Fig. 1: clock wiring as the flow saved it
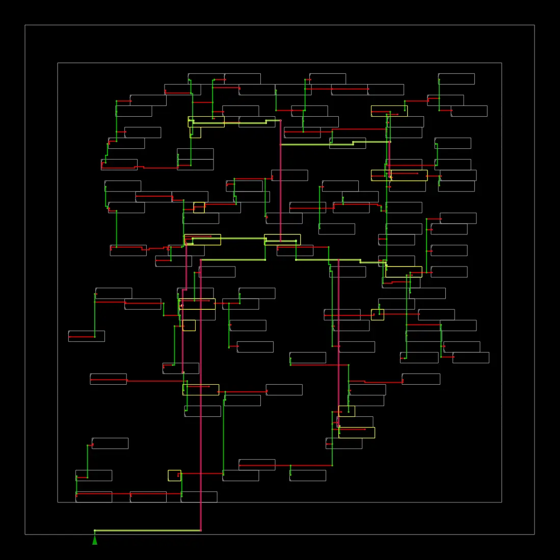
Fig. 2: cells coloured by class
(3 px per µm) Fill, decap, tap and diode cells in grey.
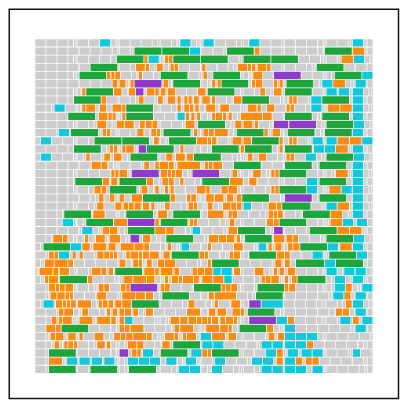
Fig. 3: clock wires, drivers and flops
(4 px per µm)
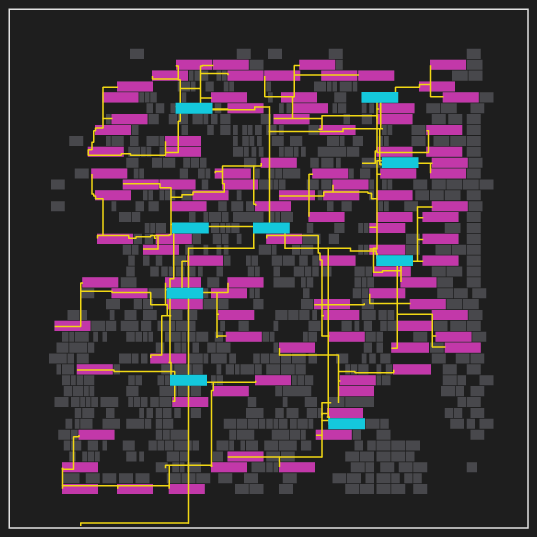
Fig. 4: a small window of the routed layout
Region (52, 52) to (77, 77) µm. Cells in grey, sequential cells in the stronger grey; small squares are vias.
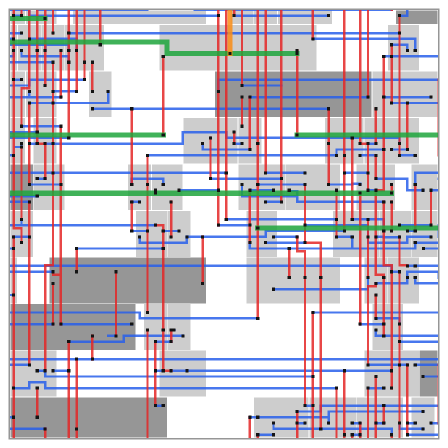
Fig. 5: cell density map
(2 px per µm) The die is cut into 13 by 13 equal tiles; black is low, pale yellow is high, 0 to 100% covered.
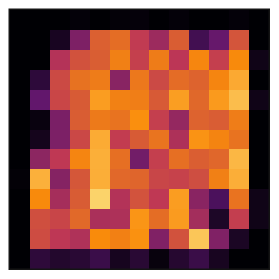
`config.mk`:
```
export PLATFORM = sky130hd
export DESIGN_NAME = sram_fifo_ctrl
export DESIGN_NICKNAME = d
export VERILOG_FILES = /design/src/rtl/sram_fifo_pkg.sv /design/src/rtl/sram_strobe_timer.sv /design/src/rtl/sram_fifo_ctrl.sv
export SDC_FILE = /design/constraint.sdc
export NUM_CORES = 1
export LEC_CHECK = 0
export CAP_MARGIN = 20
export CORE_MARGIN = 8
export CORE_UTILIZATION = 43
export CTS_CLUSTER_DIAMETER = 50
export DETAILED_ROUTE_END_ITERATION = 6
export PLACE_DENSITY = 0.67
export SYNTH_ARGS = -nofsm -noshare
export SYNTH_HDL_FRONTEND = slang
export SYNTH_HIERARCHICAL = 1
export SYNTH_SLANG_ARGS = --single-unit
export TNS_END_PERCENT = 5
```
`constraint.sdc`:
```
create_clock -name clk -period 3.2 [get_ports clk]
set_clock_uncertainty 0.05 [all_clocks]
set_input_delay 0.32 -clock clk [delete_from_list [all_inputs] [get_ports clk]]
set_output_delay 0.32 -clock clk [all_outputs]
set_load 0.01 [all_outputs]
```
`src/rtl/sram_fifo_pkg.sv`:
```
// rtl/sram_fifo_pkg.sv - shared FSM encoding and protocol constants for the SRAM FIFO
package sram_fifo_pkg;

    localparam int DEFAULT_ADDR_W = 18;

    // Frame sync and command codes shared with the SPI slave controller
    localparam logic [15:0] FRAME_SYNC  = 16'h2DD4;
    localparam logic [7:0]  CMD_CONFIG  = 8'h11;
    localparam logic [7:0]  CMD_DATA_TX = 8'h66;
    localparam logic [7:0]  CMD_DATA_RX = 8'h77;

    typedef enum logic [2:0] {
        ST_IDLE     = 3'd0,
        ST_WR_SETUP = 3'd1,
        ST_WR_PULSE = 3'd2,
        ST_WR_HOLD  = 3'd3,
        ST_RD_ADDR  = 3'd4,
        ST_RD_WAIT  = 3'd5,
        ST_DONE     = 3'd6
    } state_t;

endpackage

```
`src/rtl/sram_strobe_timer.sv`:
```
// rtl/sram_strobe_timer.sv - wait-state down-counter flagging the last strobe cycle
module sram_strobe_timer #(
    parameter int ACCESS_CYCLES = 2
) (
    input  logic clk,
    input  logic reset_n,
    input  logic i_load,
    output logic o_last
);

    localparam int CNT_W = (ACCESS_CYCLES > 1) ? $clog2(ACCESS_CYCLES) : 1;
    localparam logic [CNT_W-1:0] LOAD_VAL = CNT_W'(ACCESS_CYCLES - 1);
    localparam logic [CNT_W-1:0] CNT_ONE  = CNT_W'(1);

    logic [CNT_W-1:0] r_cnt;

    always_ff @(posedge clk or negedge reset_n) begin
        if (!reset_n) begin
            r_cnt <= '0;
        end else if (i_load) begin
            r_cnt <= LOAD_VAL;
        end else if (r_cnt != '0) begin
            r_cnt <= r_cnt - CNT_ONE;
        end
    end

    assign o_last = (r_cnt == '0);

endmodule

```
`src/rtl/sram_fifo_ctrl.sv`:
```
// rtl/sram_fifo_ctrl.sv - circular word FIFO on external async SRAM with req/hint handshake
module sram_fifo_ctrl
    import sram_fifo_pkg::*;
#(
    parameter int ADDR_W        = DEFAULT_ADDR_W,
    parameter int ACCESS_CYCLES = 2
) (
    input  logic              clk,
    input  logic              reset_n,
    input  logic              wr_req,
    input  logic              rd_req,
    input  logic [15:0]       wr_data,
    output logic [15:0]       rd_data,
    output logic              hint,
    input  logic              flush,
    output logic              full,
    output logic              empty,
    output logic [ADDR_W:0]   count,
    output logic [ADDR_W-1:0] sram_addr,
    output logic [15:0]       sram_dq_o,
    output logic              sram_dq_oe,
    input  logic [15:0]       sram_dq_i,
    output logic              sram_ce_n,
    output logic              sram_we_n,
    output logic              sram_oe_n
);

    localparam logic [ADDR_W:0]   DEPTH   = {1'b1, {ADDR_W{1'b0}}};
    localparam logic [ADDR_W:0]   CNT_ONE = (ADDR_W + 1)'(1);
    localparam logic [ADDR_W-1:0] PTR_ONE = ADDR_W'(1);

    state_t            r_state, w_state_next;
    logic [ADDR_W-1:0] r_wptr, r_rptr, r_addr;
    logic [ADDR_W:0]   r_count;
    logic [15:0]       r_rd_data;
    logic              r_prio_wr, r_op_wr, r_flush_pend, r_hint;
    logic              r_ce_n, r_we_n, r_oe_n, r_dq_oe;
    logic              w_wr_elig, w_rd_elig, w_grant_wr, w_grant_rd;
    logic              w_timer_load, w_timer_last;

    sram_strobe_timer #(.ACCESS_CYCLES(ACCESS_CYCLES)) u_timer (
        .clk     (clk),
        .reset_n (reset_n),
        .i_load  (w_timer_load),
        .o_last  (w_timer_last)
    );

    assign full      = (r_count == DEPTH);
    assign empty     = (r_count == '0);
    assign w_wr_elig = wr_req && !full;
    assign w_rd_elig = rd_req && !empty;

    // Flush in IDLE wins over any request; on a tie the side not served last wins
    always_comb begin
        w_grant_wr = 1'b0;
        w_grant_rd = 1'b0;
        if (!flush) begin
            if (w_wr_elig && w_rd_elig) begin
                w_grant_wr = r_prio_wr;
                w_grant_rd = !r_prio_wr;
            end else begin
                w_grant_wr = w_wr_elig;
                w_grant_rd = w_rd_elig;
            end
        end
    end

    always_comb begin
        w_state_next = r_state;
        w_timer_load = 1'b0;
        unique case (r_state)
            ST_IDLE: begin
                if (w_grant_wr)      w_state_next = ST_WR_SETUP;
                else if (w_grant_rd) w_state_next = ST_RD_ADDR;
            end
            ST_WR_SETUP: begin
                w_state_next = ST_WR_PULSE;
                w_timer_load = 1'b1;
            end
            ST_WR_PULSE: if (w_timer_last) w_state_next = ST_WR_HOLD;
            ST_WR_HOLD:  w_state_next = ST_DONE;
            ST_RD_ADDR: begin
                w_state_next = ST_RD_WAIT;
                w_timer_load = 1'b1;
            end
            ST_RD_WAIT:  if (w_timer_last) w_state_next = ST_DONE;
            ST_DONE:     w_state_next = ST_IDLE;
            default:     w_state_next = ST_IDLE;
        endcase
    end

    // Strobes are registered from the next state so they stay glitch-free and state-aligned
    always_ff @(posedge clk or negedge reset_n) begin
        if (!reset_n) begin
            r_state   <= ST_IDLE;
            r_ce_n    <= 1'b1;
            r_we_n    <= 1'b1;
            r_oe_n    <= 1'b1;
            r_dq_oe   <= 1'b0;
            r_hint    <= 1'b0;
            r_addr    <= '0;
            r_rd_data <= '0;
        end else begin
            r_state <= w_state_next;
            r_ce_n  <= !(w_state_next inside {ST_WR_SETUP, ST_WR_PULSE, ST_WR_HOLD,
                                              ST_RD_ADDR, ST_RD_WAIT});
            r_we_n  <= (w_state_next != ST_WR_PULSE);
            r_oe_n  <= !(w_state_next inside {ST_RD_ADDR, ST_RD_WAIT});
            r_dq_oe <= (w_state_next inside {ST_WR_SETUP, ST_WR_PULSE, ST_WR_HOLD});
            r_hint  <= (w_state_next == ST_DONE);
            if (r_state == ST_IDLE && w_grant_wr)      r_addr <= r_wptr;
            else if (r_state == ST_IDLE && w_grant_rd) r_addr <= r_rptr;
            if (r_state == ST_RD_WAIT && w_timer_last) r_rd_data <= sram_dq_i;
        end
    end

    always_ff @(posedge clk or negedge reset_n) begin
        if (!reset_n) begin
            r_wptr       <= '0;
            r_rptr       <= '0;
            r_count      <= '0;
            r_prio_wr    <= 1'b0;
            r_op_wr      <= 1'b0;
            r_flush_pend <= 1'b0;
        end else begin
            if (r_state == ST_IDLE && (w_grant_wr || w_grant_rd)) r_op_wr <= w_grant_wr;
            if (r_state == ST_IDLE && flush) begin
                r_wptr       <= '0;
                r_rptr       <= '0;
                r_count      <= '0;
                r_flush_pend <= 1'b0;
            end else if (r_state == ST_DONE) begin
                // A flush raised mid-access discards the pointer update of that access
                if (r_flush_pend || flush) begin
                    r_wptr  <= '0;
                    r_rptr  <= '0;
                    r_count <= '0;
                end else if (r_op_wr) begin
                    r_wptr  <= r_wptr + PTR_ONE;
                    r_count <= r_count + CNT_ONE;
                end else begin
                    r_rptr  <= r_rptr + PTR_ONE;
                    r_count <= r_count - CNT_ONE;
                end
                r_flush_pend <= 1'b0;
                r_prio_wr    <= !r_op_wr;
            end else if (flush) begin
                r_flush_pend <= 1'b1;
            end
        end
    end

    assign count      = r_count;
    assign rd_data    = r_rd_data;
    assign hint       = r_hint;
    assign sram_addr  = r_addr;
    assign sram_dq_o  = r_dq_oe ? wr_data : 16'h0000;
    assign sram_dq_oe = r_dq_oe;
    assign sram_ce_n  = r_ce_n;
    assign sram_we_n  = r_we_n;
    assign sram_oe_n  = r_oe_n;

endmodule

```
==> qor.rpt <==
STATUS
--------------------------------------------------------------------------------
Status                                                              complete, no violations

GLOBAL ROUTING
--------------------------------------------------------------------------------
Met2 capacity usage during global routing                                 0.2834
Pin count of the biggest net entering global routing                          64
Global-route wire length before repair                                 23,630 µm
Layer carrying the most global-route usage                                  met2
Met1 usage in global routing                                              0.2323

FINISH
--------------------------------------------------------------------------------
Utilization after layout                                                  0.5644
Largest cell class                                                  combinational gates
Final Instance Area                                                     7093 µm²
Final-stage net count                                                        743
Multi-input combinational area share                                      0.3969
Comb_multi_in                                                                442
Fraction of layout cells with a size suffix above 1                      0.08249

SYNTHESIS
--------------------------------------------------------------------------------
Flops & latches, synth                                                       101
MUX share of area                                                        0.03990
Yosys stat cell total                                                        581
Top cell type's share of synthesized area                                 0.4443
Most frequently used flop master after synthesis                    sky130_fd_sc_hd__dfrtp_1
Area leader, netlist                                                sky130_fd_sc_hd__dfrtp_1
Adder and majority gate portion of the synthesized area                  0.04670
Warnings from Yosys                                                            6
Leading cell types by count after synthesis                         sky130_fd_sc_hd__dfrtp_1, sky130_fd_sc_hd__nand2_1, sky130_fd_sc_hd__nor2_1
Area of the synthesized netlist per yosys stat                          5519 µm²
Synth logic family                                                  simple AND/OR/NAND/NOR gates
Simple-Gate Fraction of Synth Area                                        0.2133
Nets at Floorplan                                                            638
Count of library flops with an enable pin                                      0
Post-synth design cell area                                             5519 µm²

CLOCK NETWORK
--------------------------------------------------------------------------------
CTS hold repair buffers                                                        0
Post-CTS Repair Setup Buffers                                                  0
Clock buffer depth                                                             2
CTS sink count                                                               101

CRITICAL PATH
--------------------------------------------------------------------------------
Capture point of the worst path                                        count[17]
Critical-path maximum fanout                                                  12
Kind of cell with the highest combined delay on the critical path   AND-OR/OR-AND gates
Crit Path Category                                                       reg2reg
Stages on the worst setup path                                                 9
Number of buffers and inverters on the critical path                           1
Cells on worst reg2reg path                                                    9
Startpoint Class                                                       flip-flop
Critical path capture point type                                       flip-flop

FINAL TIMING
--------------------------------------------------------------------------------
Summed negative setup slack over all endpoints                              0 ns
Final worst path period need                                            2.915 ns
Worst hold margin                                                     0.01625 ns
Final setup vio count                                                          0
Number of max-slew violations in the final report                              0
Slew @ Worst Pin                                                        1.041 ns
Worst Setup Slack, final                                               0.2854 ns
RSZ-0062 raised after global routing                                          no

DIE
--------------------------------------------------------------------------------
Row count                                                                     41
CORE AREA                                                             12,570 µm²
Die Size                                                              16,720 µm²
Die boundary width                                                      129.3 µm

POWER
--------------------------------------------------------------------------------
Combinational share of power                                               0.473
Fraction of power consumed by the clock network                            0.193
Power density over the cells                                        787.6 nW/µm²
Worst IR Drop VDD                                                    0.0003544 V
Reported combinational group power                                       2.64 mW
Internal Pwr Total                                                      3.407 mW

PLACEMENT
--------------------------------------------------------------------------------
Number of buffers inserted by port buffering                                 112
Post-placement worst setup slack                                       0.2563 ns

HOLD PATH
--------------------------------------------------------------------------------
Path category of the worst min-delay check                              in2async

DRT
--------------------------------------------------------------------------------
Count of vias placed by the detailed router                                4,728
Highest Signal Layer                                                        met4
DRC violations left                                                            0

Back to the opening pictures, Fig. 1:
clock latency on the worst-skew pair: 0.36 ns
number of flip-flops and latches: 101
clk pwr: 1.08 mW

Back to the opening pictures, Fig. 2:
colour	class	cells
orange	combinational and other logic	453
purple	clock drivers and dummy loads	16
green	sequential cells	101
cyan	remaining buffers and delay cells	121

Back to the opening pictures, Fig. 3:
[yellow] clock wires | length: 1,320 µm
[cyan] clock drivers | count: 9
[magenta] flip-flops | count: 101
flops lie	widely spread
routed clock nets	10

Back to the opening pictures, Fig. 4:
colour	layer
orange	metal 4
blue	metal 1
red	metal 2
green	metal 3
cells with their middle in the window	45
most frequent	nor2_1 (6), nand2_1 (5)
sequential cells in the window	4
netlist names of flops here include	r_rptr (2)

Back to the opening pictures, Fig. 5:
mean over tiles	41%
emptiest ninth of the die	north-west
densest ninth of the die	centre
fullest tile	90%

No activity file was given, so power comes from the tool's default toggle rates.
